run_1/clock_nets.png
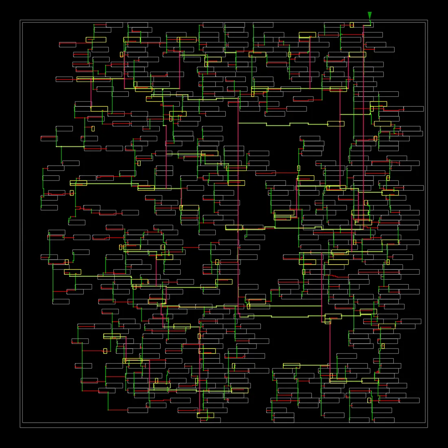
run_1/port_trees.png
Scale: 2 px per um.
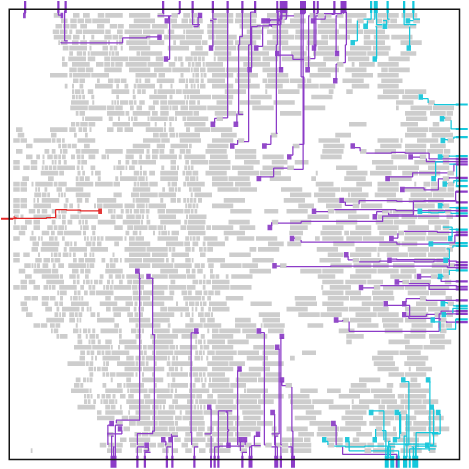
run_1/m3.png
Scale: 1.5 px per um.
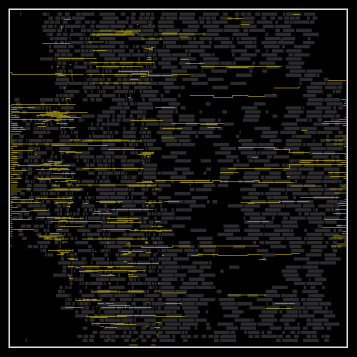
<file path="src/rtl/prefetch_ifu.sv">
`default_nettype none
// ============================================================================
// Module   : prefetch_ifu
// Brief    : Prefetching instruction-fetch unit with pipelined memory requests
//            and an instruction/PC queue in front of decode.
// Revision : 1.0
// ============================================================================
module prefetch_ifu #(
    parameter int             XLEN            = 64,
    parameter logic [XLEN-1:0] RESET_PC       = '0,
    parameter int             DEPTH           = 4,
    parameter int             MAX_OUTSTANDING = 2
) (
    input  logic            clk,
    input  logic            reset,
    output logic            instr_mem_req_o,
    output logic [XLEN-1:0] instr_mem_addr_o,
    input  logic            instr_mem_gnt_i,
    input  logic            instr_mem_rvalid_i,
    input  logic [31:0]     instr_mem_rdata_i,
    input  logic            redirect_i,
    input  logic [XLEN-1:0] redirect_pc_i,
    output logic            instr_valid_o,
    output logic [31:0]     instr_o,
    output logic [XLEN-1:0] instr_pc_o,
    input  logic            instr_ready_i
);

    localparam int c_PTR_W = $clog2(DEPTH);
    localparam int c_CNT_W = $clog2(MAX_OUTSTANDING + 1);
    localparam int c_OCC_W = $clog2(DEPTH + 1);
    localparam int c_SUM_W = c_OCC_W + c_CNT_W + 1;
    localparam logic [c_CNT_W-1:0] c_MAX_OUT = c_CNT_W'(MAX_OUTSTANDING);
    localparam logic [c_SUM_W-1:0] c_DEPTH   = c_SUM_W'(DEPTH);
    localparam logic [XLEN-1:0]    c_STEP    = XLEN'(4);
    localparam logic [XLEN-1:0]    c_ALIGN   = ~XLEN'(3);

    logic [XLEN-1:0]    r_fetch_pc;
    logic [XLEN-1:0]    r_rsp_pc;
    logic [c_CNT_W-1:0] r_out_cnt;
    logic [c_CNT_W-1:0] r_drop_cnt;
    logic [c_PTR_W:0]   r_wr_ptr;
    logic [c_PTR_W:0]   r_rd_ptr;
    logic [c_OCC_W-1:0] r_occ;
    logic [31:0]        r_q_instr [DEPTH];
    logic [XLEN-1:0]    r_q_pc    [DEPTH];

    logic               w_req;
    logic               w_gnt;
    logic               w_rsp;
    logic               w_drop;
    logic               w_push;
    logic               w_valid;
    logic               w_pop;
    logic [c_SUM_W-1:0] w_used;
    logic [c_CNT_W-1:0] w_out_after_rsp;
    logic [XLEN-1:0]    w_redirect_pc;
    logic [c_PTR_W-1:0] w_wr_idx;
    logic [c_PTR_W-1:0] w_rd_idx;

    // Credits count queued entries plus live (non-dropped) in-flight responses,
    // so every accepted response is guaranteed a queue slot.
    assign w_used          = c_SUM_W'(r_occ) + c_SUM_W'(r_out_cnt - r_drop_cnt);
    assign w_req           = reset && !redirect_i && (r_out_cnt < c_MAX_OUT) && (w_used < c_DEPTH);
    assign w_gnt           = w_req && instr_mem_gnt_i;
    assign w_rsp           = instr_mem_rvalid_i && (r_out_cnt != '0);
    assign w_drop          = w_rsp && (r_drop_cnt != '0);
    assign w_push          = w_rsp && !w_drop;
    assign w_valid         = (r_occ != '0);
    assign w_pop           = w_valid && instr_ready_i;
    assign w_out_after_rsp = r_out_cnt - c_CNT_W'(w_rsp);
    assign w_redirect_pc   = redirect_pc_i & c_ALIGN;
    assign w_wr_idx        = r_wr_ptr[c_PTR_W-1:0];
    assign w_rd_idx        = r_rd_ptr[c_PTR_W-1:0];

    assign instr_mem_req_o  = w_req;
    assign instr_mem_addr_o = r_fetch_pc;
    assign instr_valid_o    = w_valid;
    assign instr_o          = w_valid ? r_q_instr[w_rd_idx] : 32'h0;
    assign instr_pc_o       = w_valid ? r_q_pc[w_rd_idx]    : '0;

    always_ff @(posedge clk or negedge reset) begin
        if (!reset) begin
            r_fetch_pc <= RESET_PC;
            r_rsp_pc   <= RESET_PC;
            r_out_cnt  <= '0;
            r_drop_cnt <= '0;
            r_wr_ptr   <= '0;
            r_rd_ptr   <= '0;
            r_occ      <= '0;
        end else if (redirect_i) begin
            // Everything still in flight after this edge belongs to the old path.
            r_fetch_pc <= w_redirect_pc;
            r_rsp_pc   <= w_redirect_pc;
            r_out_cnt  <= w_out_after_rsp;
            r_drop_cnt <= w_out_after_rsp;
            r_wr_ptr   <= '0;
            r_rd_ptr   <= '0;
            r_occ      <= '0;
        end else begin
            if (w_gnt) begin
                r_fetch_pc <= r_fetch_pc + c_STEP;
            end
            if (w_push) begin
                r_rsp_pc <= r_rsp_pc + c_STEP;
                r_wr_ptr <= r_wr_ptr + 1'b1;
            end
            if (w_pop) begin
                r_rd_ptr <= r_rd_ptr + 1'b1;
            end
            if (w_drop) begin
                r_drop_cnt <= r_drop_cnt - 1'b1;
            end
            r_out_cnt <= w_out_after_rsp + c_CNT_W'(w_gnt);
            r_occ     <= r_occ + c_OCC_W'(w_push) - c_OCC_W'(w_pop);
        end
    end

    // Queue storage needs no reset: the head is masked while the queue is empty.
    always_ff @(posedge clk) begin
        if (w_push && !redirect_i) begin
            r_q_instr[w_wr_idx] <= instr_mem_rdata_i;
            r_q_pc[w_wr_idx]    <= r_rsp_pc;
        end
    end

endmodule
`default_nettype wire
</file>
<file path="config.mk">
export PLATFORM = sky130hd
export DESIGN_NAME = prefetch_ifu
export DESIGN_NICKNAME = d
export VERILOG_FILES = /design/src/rtl/prefetch_ifu.sv
export SDC_FILE = /design/constraint.sdc
export NUM_CORES = 1
export LEC_CHECK = 0
export ABC_CLOCK_PERIOD_IN_PS = 5260
export CORE_UTILIZATION = 45
export DETAILED_ROUTE_END_ITERATION = 10
export PLACE_DENSITY = 0.76
export SYNTH_ARGS = -nofsm -noshare
export SYNTH_HDL_FRONTEND = slang
export SYNTH_SLANG_ARGS = --single-unit
</file>
<file path="constraint.sdc">
create_clock -name clk -period 5.26 [get_ports clk]
set_clock_uncertainty 0.2 [all_clocks]
set_input_delay 1.052 -clock clk [delete_from_list [all_inputs] [get_ports clk]]
set_output_delay 1.052 -clock clk [all_outputs]
set_load 0.05 [all_outputs]
</file>
==> CHANGELOG.md, run 1 <==
### Metrics

- Core box area: 48850 um2
- Chip area: 50350 um2
- Clk_lat worst skew: 590 ps
- Reg2reg path depth: 12
- Met2 wire length: 25.77 mm
- Highest metal used: met4
- Pint: 8.314 mW
- Final Non-Filler Cells: 2453
- RSZ-0062 raised after global routing: false
- Final hold violations: 0
- Hold_buf cts: 0
- Logic share of the area: 0.2642
- Max_cap viols: 0
- Final non-clock buffer share: 0.1057
- CTS tree: yes
- Switching Fraction: 0.3543
- Drt total wl: 55.53 mm
- Synthesized flop and latch total: 511
- Largest regs: r_q_pc (248), r_q_instr (128)
- Max FFs per register: 248
- Commonest flop: edfxtp_1
- Sequential cell area: 14680 um2
- Number of cells in Yosys stat: 1485
- Post-Syn Area per Cell: 14.99 um2
- Crit Path Class: flip-flop to output pin
- Clock Tree Root: clkbuf_16
- Netlist cell types: 64
- Buf/Inv on CP: 2
- Logic inverters: 22
- Switch Pwr: 4.563 mW
- Yosys warning tally: 0
- Final Setup Violations: 0
- Num Clock Sinks: 511
- ANT nets after route: 0
- Worst path arrival time: 3330 ps
- Leak: 9.175 nW
- Fmax: 218.1 MHz
- Comb pwr share: 0.345
- Main area contributors: edfxtp_1 51%, dfrtp_1 15%, mux4_2 9.5%, and2_1 3.0%, xnor2_1 2.1%
- First-pass GRT wire length: 84.48 mm
- Max-area cell class: registers
- WP data required: 4010 ps
- Fillers: 3948
- Comb pwr: 4.45 mW
- Met1 Use GR: 0.3074
- Synth top area share: 0.5073
- CTS clk-pin slew, worst paths: 60 ps
- OpenROAD warning count: 32
- Die width: 224.4 um
- Final-report max-slew violation count: 0
- Initial antenna violation count: 0
- Startpoint types: flip-flop
- CP Cell Sequence: inv_1, ha_1, fa_1, ha_1, or2_2, o211ai_1, a21oi_1, buf_4
- Met1 WL: 23.71 mm
- H-tree levels: 2
- Placed insts: 2360
- Cell count along the critical path: 8
- Syn Inst Count: 1485
- Number of diodes: 0
- Routability cong.: 0.9028
- WL met3: 3.870 mm
- 1st-iter DRT viols: 1065
- Worst min-delay path class: input pin to asynchronous set/reset pin
- Worst reg2reg setup slack: 1270 ps
- #MultiIn Comb: 878
- Top cells excl fill/tap: 376 x edfxtp_1, 254 x clkdlybuf4s50_1, 133 x dfrtp_1
- Remaining DRCs: 0
- Clk network pwr share: 0.269
- Clk. pwr: 3.46 mW
- Asr flop ratio synth: 0.2642
- Area leader, netlist: edfxtp_1
- Setup TNS: 0 ps
- Top cells by count, synth: 376 x edfxtp_1, 135 x dfrtp_1, 107 x and2_1, 96 x nand2_1, 94 x mux4_2
- Nature of the critical path endpoint: output pin
- Most frequent logic cell in the layout: edfxtp_1
- Synth top cell by count: edfxtp_1
- Non-Clock Buffer Count: 285
- Pwr top: sequential cells
- Min Clock Period, post-route: 4585 ps
- Tightest Pin Transition: 1033 ps
- Status: complete, no violations
- Area Overhead vs Synth: 22.28%
- Fp util: 0.4556
- CP top delay family: adder cells
- DP HPWL: 36.69 mm
- Via-per-instance ratio: 5.650
- Reg2reg start: r_out_cnt[0]
- Synth Cell Area: 22260 um2
- Total GRT Usage: 0.2230
- Pwr dens: 473.1 nW/um2
- Design area: 27220 um2
- Most used cell, CP: ha_1
- GR peak layer: met2
- Sequential Power Share: 0.386
- Final worst path period share: 0.8717
- Max VDD drop: 0.2417 mV
- # Post-CTS Setup Buffers: 0
- Flop share of the area: 0.5393
- Final Net Count: 1868
- Hold WS: 99.75 ps
- ClkCell Share: 0.05728
- CTS buffer count: 51
- Vias in the first global route: 14200
- CP Max Fanout: 5
- Number of enable flip-flop cells: 376
- Worst R2R End: instr_mem_addr_o[9]
- Dpl cell area: 25660 um2
- CP peak stage delay: 520 ps
- Post-CTS resize count: 0
- Slew HR: 0.3053
- CTS max path bufs: 3
- Sequential cell area fraction in the yosys report: 0.6591
- GR Util met2: 0.3481
- Beginning of the critical path: r_out_cnt[0]
- Pin count of the biggest net entering global routing: 83
- Logic area: 7191 um2
- DIE HEIGHT: 224.4 um
Notes on clock_nets.png above:
Flops: 511
clk_buf instances: 65

Notes on port_trees.png above:
port	color	bits	direction	edge	end cells	buffers	wire
instr_pc_o	purple	64	output	24 top, 20 right, 20 bottom	64	62	2670 um
instr_o	cyan	32	output	15 right, 11 bottom, 6 top	32	32	630 um
instr_mem_req_o	red	1	output	left	1	1	52.2 um
IO Port Bufs: 257
I/O Pins: 264

Notes on m3.png above:
wire length on this layer	3870 um
share of all routed wire	7.0%
main direction	horizontal
via count: 13860
met3 Use GR: 0.04246

-- run 1: through the flow --
step | total power [mW] | setup WS [ps] | utilization
after floorplan | 7.995 | 809.9 | -
after global placement | 9.476 | 1294 | 0.5252
after detailed placement | 9.538 | 1209 | 0.5252
after CTS | 13.02 | 663.7 | 0.5571
after global routing | 13.38 | 530.8 | 0.5571
final | 12.88 | 675.0 | 0.5571
-- run 1: kinds of logic (layout without fill, tap and decap cells) --
group	count (synthesis)	in the layout	share of synthesized area
DFF	511	511	0.6591
and+or+nand+nor	492	492	0.1212
AOI/OAI and AO/OA	148	148	0.04391
muxes	123	123	0.1096
buffers and inverters	99	400	0.01883
xor gates and xnor gates	94	94	0.03699
adders and majority gates	17	17	0.01023
other	1	4	0.0001685
run_1/class_map.png
Scale: 1 px per um.
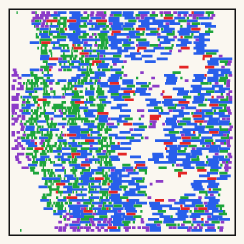

==> run 2, diff against run 1 <==
Settings changed: CELL_PAD_IN_SITES_DETAIL_PLACEMENT set to 0, CELL_PAD_IN_SITES_GLOBAL_PLACEMENT set to 1, CTS_CLUSTER_SIZE set to 12, PLACE_DENSITY 0.76 to 0.86.
run_2/class_map.png
Scale: 1 px per um.
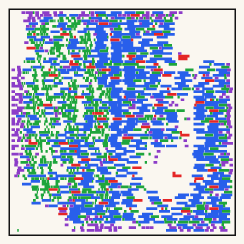
class	color	cells
clock drivers and dummy loads	red	93
sequential cells	blue	511
remaining logic cells	green	900
remaining buffers and delay cells	purple	287
design area: 27210 um2
core box area: 48850 um2
row count: 81
Util after Layout: 0.5571
flop share of the area: 0.5393

==> CHANGELOG.md, run 2 <==
### Metrics

- 1st-iter DRT viols: 1130 (+6.1%)
- Switching Fraction: 0.3544 (about the same)
- Setup slack after layout: 374.3 ps (-300.7 ps)
- Leak: 9.171 nW (about the same)
- Cell count along the critical path: 8 (unchanged)
- Sequential Power Share: 0.385 (about the same)
- Initial antenna violation count: 1 (+1)
- Clock Tree Root: clkbuf_16
- Comb pwr: 4.50 mW (+1%)
- Sequential cell area fraction in the yosys report: 0.6591 (unchanged)
- DP HPWL: 36.08 mm (-1.7%)
- Buf/Inv on CP: 2 (unchanged)
- Clk network pwr share: 0.267 (-0.002)
- DIE HEIGHT: 224.4 um (unchanged)
- H-tree levels: 2 (unchanged)
- Total GRT Usage: 0.2170 (-0.005972)
- Tightest Pin Transition: 988.4 ps (-44.15 ps)
- I/O Pins: 264 (unchanged)
- WL met3: 3.393 mm (-12%)
- Pin count of the biggest net entering global routing: 136 (+64%)
- Max FFs per register: 248 (unchanged)
- Pint: 8.348 mW (+0.41%)
- Pwr dens: 475.1 nW/um2 (+0.42%)
- Vias in the first global route: 13750 (-3.2%)
- Synth top cell by count: edfxtp_1
- Reg2reg start: r_out_cnt[0]
- Most used cell, CP: ha_1
- CP top delay family: adder cells
- Drt total wl: 54.60 mm (-1.7%)
- Design Power: 12.93 mW (+0.41%)
- Met1 WL: 24.41 mm (+2.9%)
- Status: complete, no violations
- Setup TNS: 0 ps (unchanged)
- Most frequent logic cell in the layout: edfxtp_1
- Final worst path period share: 0.9288 (+0.05717)
- Chip area: 50350 um2 (unchanged)
- Main area contributors: edfxtp_1 51%, dfrtp_1 15%, mux4_2 9.5%, and2_1 3.0%, xnor2_1 2.1%
- Hold_buf cts: 0 (unchanged)
- IO Port Bufs: 257 (unchanged)
- Nature of the critical path endpoint: output pin
- Fmax: 204.7 MHz (-6.2%)
- Die width: 224.4 um (unchanged)
- Synth Cell Area: 22260 um2 (unchanged)
- Synthesized flop and latch total: 511 (unchanged)
- Beginning of the critical path: r_out_cnt[0]
- Largest regs: r_q_pc (248), r_q_instr (128)
- Asr flop ratio synth: 0.2642 (unchanged)
- Switch Pwr: 4.582 mW (+0.43%)
- Comb pwr share: 0.348 (+0.003)
- Via count: 13860 (-0.036%)
- Reg2reg path depth: 12 (unchanged)
- Area leader, netlist: edfxtp_1
- ANT nets after route: 0 (unchanged)
- CP Max Fanout: 5 (unchanged)
- Synth top area share: 0.5073 (unchanged)
- CP Cell Sequence: inv_1, ha_1, fa_1, ha_1, nor4b_2, nand3_2, a21oi_1, clkdlybuf4s50_1
- First-pass GRT wire length: 82.75 mm (-2.1%)
- Final-report max-slew violation count: 0 (unchanged)
- Post-CTS resize count: 0 (unchanged)
- Via-per-instance ratio: 5.644 (-0.12%)
- CP peak stage delay: 850 ps (+330 ps)
- Placed insts: 2359 (-0.042%)
- Post-Syn Area per Cell: 14.99 um2 (unchanged)
- CTS tree: yes
- Worst path arrival time: 3630 ps (+300 ps)
- Syn Inst Count: 1485 (unchanged)
- Remaining DRCs: 0 (unchanged)
- Hold WS: 373.5 ps (+273.7 ps)
run_2/clock_nets.png
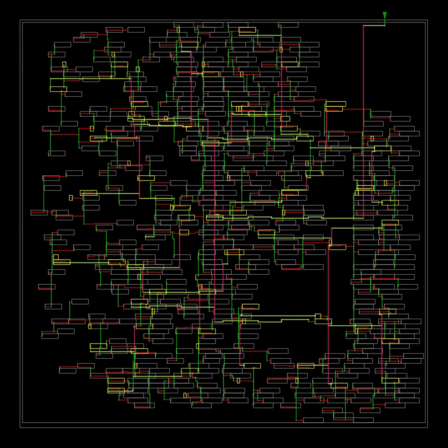
clk_lat worst skew: 590 ps
Num Clock Sinks: 511
CTS buffer count: 52
Clk. pwr: 3.45 mW

[run 2: cell families after synthesis]
logic type	Yosys count	share of synthesized area
AND-OR/OR-AND	148	0.04391
XOR/XNOR	94	0.03699
adder cells (fa/ha/maj)	17	0.01023
buffers and inverters	99	0.01883
flip-flops	511	0.6591
multiplexers	123	0.1096
other	1	0.0001685
AND/OR/NAND/NOR	492	0.1212
[run 2: layout make-up]
class,count,area (um2)
well taps,664,830.8
inverters,22,82.58
repair buffers,287,2869
flip-flops and latches,511,14680
clock buffers,80,1469
multi-input cells,878,7191
fillers,3912,21630
clock inverters,13,96.34
[run 2: layer usage]
metal / up-vias / track usage
li1: 6200 / -
met1: 7061 / 0.3143
met2: 503 / 0.3370
met3: 89 / 0.03841
met4: 2 / 0.06320
met5: - / 0
==> run 3, diff against run 2 <==
Settings changed: SLEW_MARGIN set to 10.
run_3/clock_wires.png
Scale: 2 px per um.
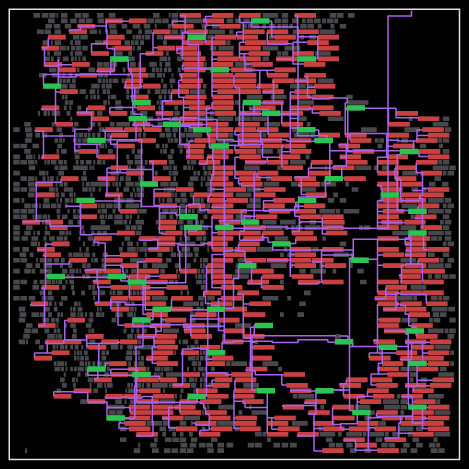
[clock-net drivers] green | count: 52
[flip-flops] red | count: 511
[clock wires] purple | length: 6050 um
routed clock nets	53
Clk network pwr share: 0.267

==> CHANGELOG.md, run 3 <==
### Metrics

- Setup TNS: 0 ps (unchanged)
- Tightest Pin Transition: 988.4 ps (unchanged)
- Met1 WL: 24.41 mm (unchanged)
- Worst hold path depth: 0
- Critical path endpoint: instr_mem_req_o
- Remaining DRCs: 0 (unchanged)
- Reg2reg path depth: 12 (unchanged)
- Max VDD drop: 0.2658 mV
- Asr flop ratio synth: 0.2642 (unchanged)
- Comb pwr share: 0.348 (about the same)
- H-tree levels: 2 (unchanged)
- Buf/Inv on CP: 2 (unchanged)
- CTS clk-pin slew, worst paths: 60 ps
- Chip area: 50350 um2 (unchanged)
- Fmax: 204.7 MHz (unchanged)
- WL met3: 3.393 mm (unchanged)
- DRT Pass-1 Iters: 5
- DIE HEIGHT: 224.4 um (unchanged)
- Via count: 13860 (unchanged)
- Switching Fraction: 0.3544 (unchanged)
- Area fraction in compound gates: 0.04391 (unchanged)
- Final Non-Filler Cells: 2455
- Cell count along the critical path: 8 (unchanged)
- Mux cell area share: 0.1096 (unchanged)
- Total GRT Usage: 0.2170 (unchanged)
- Sequential cell area: 14680 um2 (unchanged)
- Pwr dens: 475.1 nW/um2 (unchanged)
- Worst hold path endpoint: r_q_pc[1][45]
- Slew HR: 0.3411
- Number of cells in Yosys stat: 1485
- OpenROAD warning count: 34
- CP Cell Sequence: inv_1, ha_1, fa_1, ha_1, nor4b_2, nand3_2, a21oi_1, clkdlybuf4s50_1
- Netlist cell types: 64
- Critical hold path startpoint: r_rsp_pc[45]
- Crit Path Class: flip-flop to output pin
- First-pass GRT wire length: 82.75 mm (unchanged)
- Clock Tree Root: clkbuf_16
- GR Util met2: 0.3370 (unchanged)
- Max FFs per register: 248 (unchanged)
- CTS tree: yes
- CTS max path bufs: 3
- Worst min-delay path class: flip-flop to flip-flop
- Startpoint types: flip-flop
- CP Max Fanout: 5 (unchanged)
- I/O Pins: 264 (unchanged)
- Comb pwr: 4.50 mW (about the same)
- Die width: 224.4 um (unchanged)
- Final hold violations: 0
- Final worst path period share: 0.9288 (unchanged)
- 1st-iter DRT viols: 1130 (unchanged)
- CTS buffer count: 52 (unchanged)
- Pint: 8.348 mW (unchanged)
- CP top delay family: adder cells
- Top cells excl fill/tap: 376 x edfxtp_1, 255 x clkdlybuf4s50_1, 133 x dfrtp_1
- Xor+xnor area frac: 0.03699 (unchanged)
- CP peak stage delay: 850 ps (about the same)
- Comb area leader: simple AND/OR/NAND/NOR gates
- Num Clock Sinks: 511 (unchanged)
- Drt total wl: 54.60 mm (unchanged)
- Syn Inst Count: 1485 (unchanged)
- Top cells by count, synth: 376 x edfxtp_1, 135 x dfrtp_1, 107 x and2_1, 96 x nand2_1, 94 x mux4_2
- Hold WS: 373.5 ps (unchanged)
- RSZ-0062 raised after global routing: false
- Ratio of cells with drive above 1 in the final layout: 0.1396
- Highest metal used: met5
- Main area contributors: edfxtp_1 51%, dfrtp_1 15%, mux4_2 9.5%, and2_1 3.0%, xnor2_1 2.1%
- Nature of the critical path endpoint: output pin
- Area leader, netlist: edfxtp_1
- Number of enable flip-flop cells: 376
- Switch Pwr: 4.582 mW (unchanged)
- Synthesis area per yosys: 22260 um2
- Max_cap viols: 0
- Synth top cell by count: edfxtp_1
- Fp util: 0.4556
- Reg2reg start: r_out_cnt[0]
- Met1 Use GR: 0.3143 (unchanged)
- Status: complete, no violations
- Final Setup Violations: 0
- Area Overhead vs Synth: 22.28%
- Post-Synth Simple-Gate Area: 0.1212 (unchanged)
- GR peak layer: met2
- WP data required: 4010 ps
- Sequential cell area fraction in the yosys report: 0.6591 (unchanged)
- Core box area: 48850 um2 (unchanged)
- Row count: 81 (unchanged)
- Via-per-instance ratio: 5.644 (unchanged)
- Design Power: 12.93 mW (unchanged)
- DP HPWL: 36.08 mm (unchanged)
- Seq power: 4.98 mW
- ANT nets after route: 0 (unchanged)
- Pwr top: sequential cells
- Most frequent logic cell in the layout: edfxtp_1
- Synth top area share: 0.5073 (unchanged)
- GRT overflow: 0
- Clk_lat worst skew: 590 ps (about the same)
- Met2 wire length: 25.44 mm
- Min Clock Period, post-route: 4886 ps
- Yosys warning tally: 0
- Clk. pwr: 3.45 mW (about the same)
- Number of diodes: 0
- Placed insts: 2359 (unchanged)
- Vias in the first global route: 13750 (unchanged)
- Largest Register: r_q_pc
- Synthesized flop and latch total: 511 (unchanged)
- IO Port Bufs: 257 (unchanged)
- Leak: 9.171 nW (unchanged)
- Commonest flop: edfxtp_1
- Worst reg2reg setup slack: 1440 ps
- Synth Cell Area: 22260 um2 (unchanged)
- Worst path arrival time: 3630 ps (about the same)
- Met3 Use GR: 0.03841 (unchanged)
- Initial antenna violation count: 1 (unchanged)
- Final-report max-slew violation count: 0 (unchanged)
- Largest regs: r_q_pc (248), r_q_instr (128)
- Sequential Power Share: 0.385 (about the same)
- Adder Share, Synth: 0.01023 (unchanged)
- Logic area: 7191 um2 (unchanged)
- Wirelength per Cell: 22.24 um
- Pin count of the biggest net entering global routing: 136 (unchanged)
- Post-Syn Area per Cell: 14.99 um2 (unchanged)
- Fillers: 3912 (unchanged)
- Crit-path slowest cell: clkdlybuf4s50_1
- Worst R2R End: instr_mem_addr_o[7]
- Beginning of the critical path: r_out_cnt[0]
- Routability cong.: 0.8965
- Most used cell, CP: ha_1
run_3/class_map.png
Scale: 1 px per um.
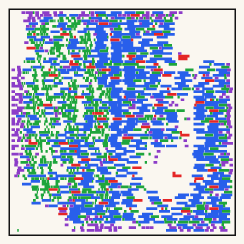
class	color	cells
remaining logic cells	green	900
remaining buffers and delay cells	purple	287
clock drivers and dummy loads	red	93
sequential cells	blue	511

## run 3: stage by stage
step | util | worst slack [ps] | area [um2]
2_1_floorplan | - | 809.9 | 22270
5_1_grt | 0.5571 | 128.6 | 27210
3_5_place_dp | 0.5246 | 821.3 | 25630
3_3_place_gp | 0.5246 | 858.5 | 25630
6_report | 0.5571 | 374.3 | 27210
4_1_cts | 0.5567 | 167.3 | 27190
## run 3: repair_timing
item,in CTS,in global routing
gates resized,0,0
setup endpoints to repair,0,1
hold buffers,0,0
buffers inserted,0,3
## run 3: area by class of cell
type                            instances  area share
Timing Repair Buffer                  287      0.1054
Clock buffer                           80     0.05397
Clock inverter                         13    0.003540
Sequential cell                       511      0.5393
Inverter                               22    0.003034
Multi-Input combinational cell        878      0.2642
Tap cell                              664     0.03053
No activity file was given, so power comes from the tool's default toggle rates.
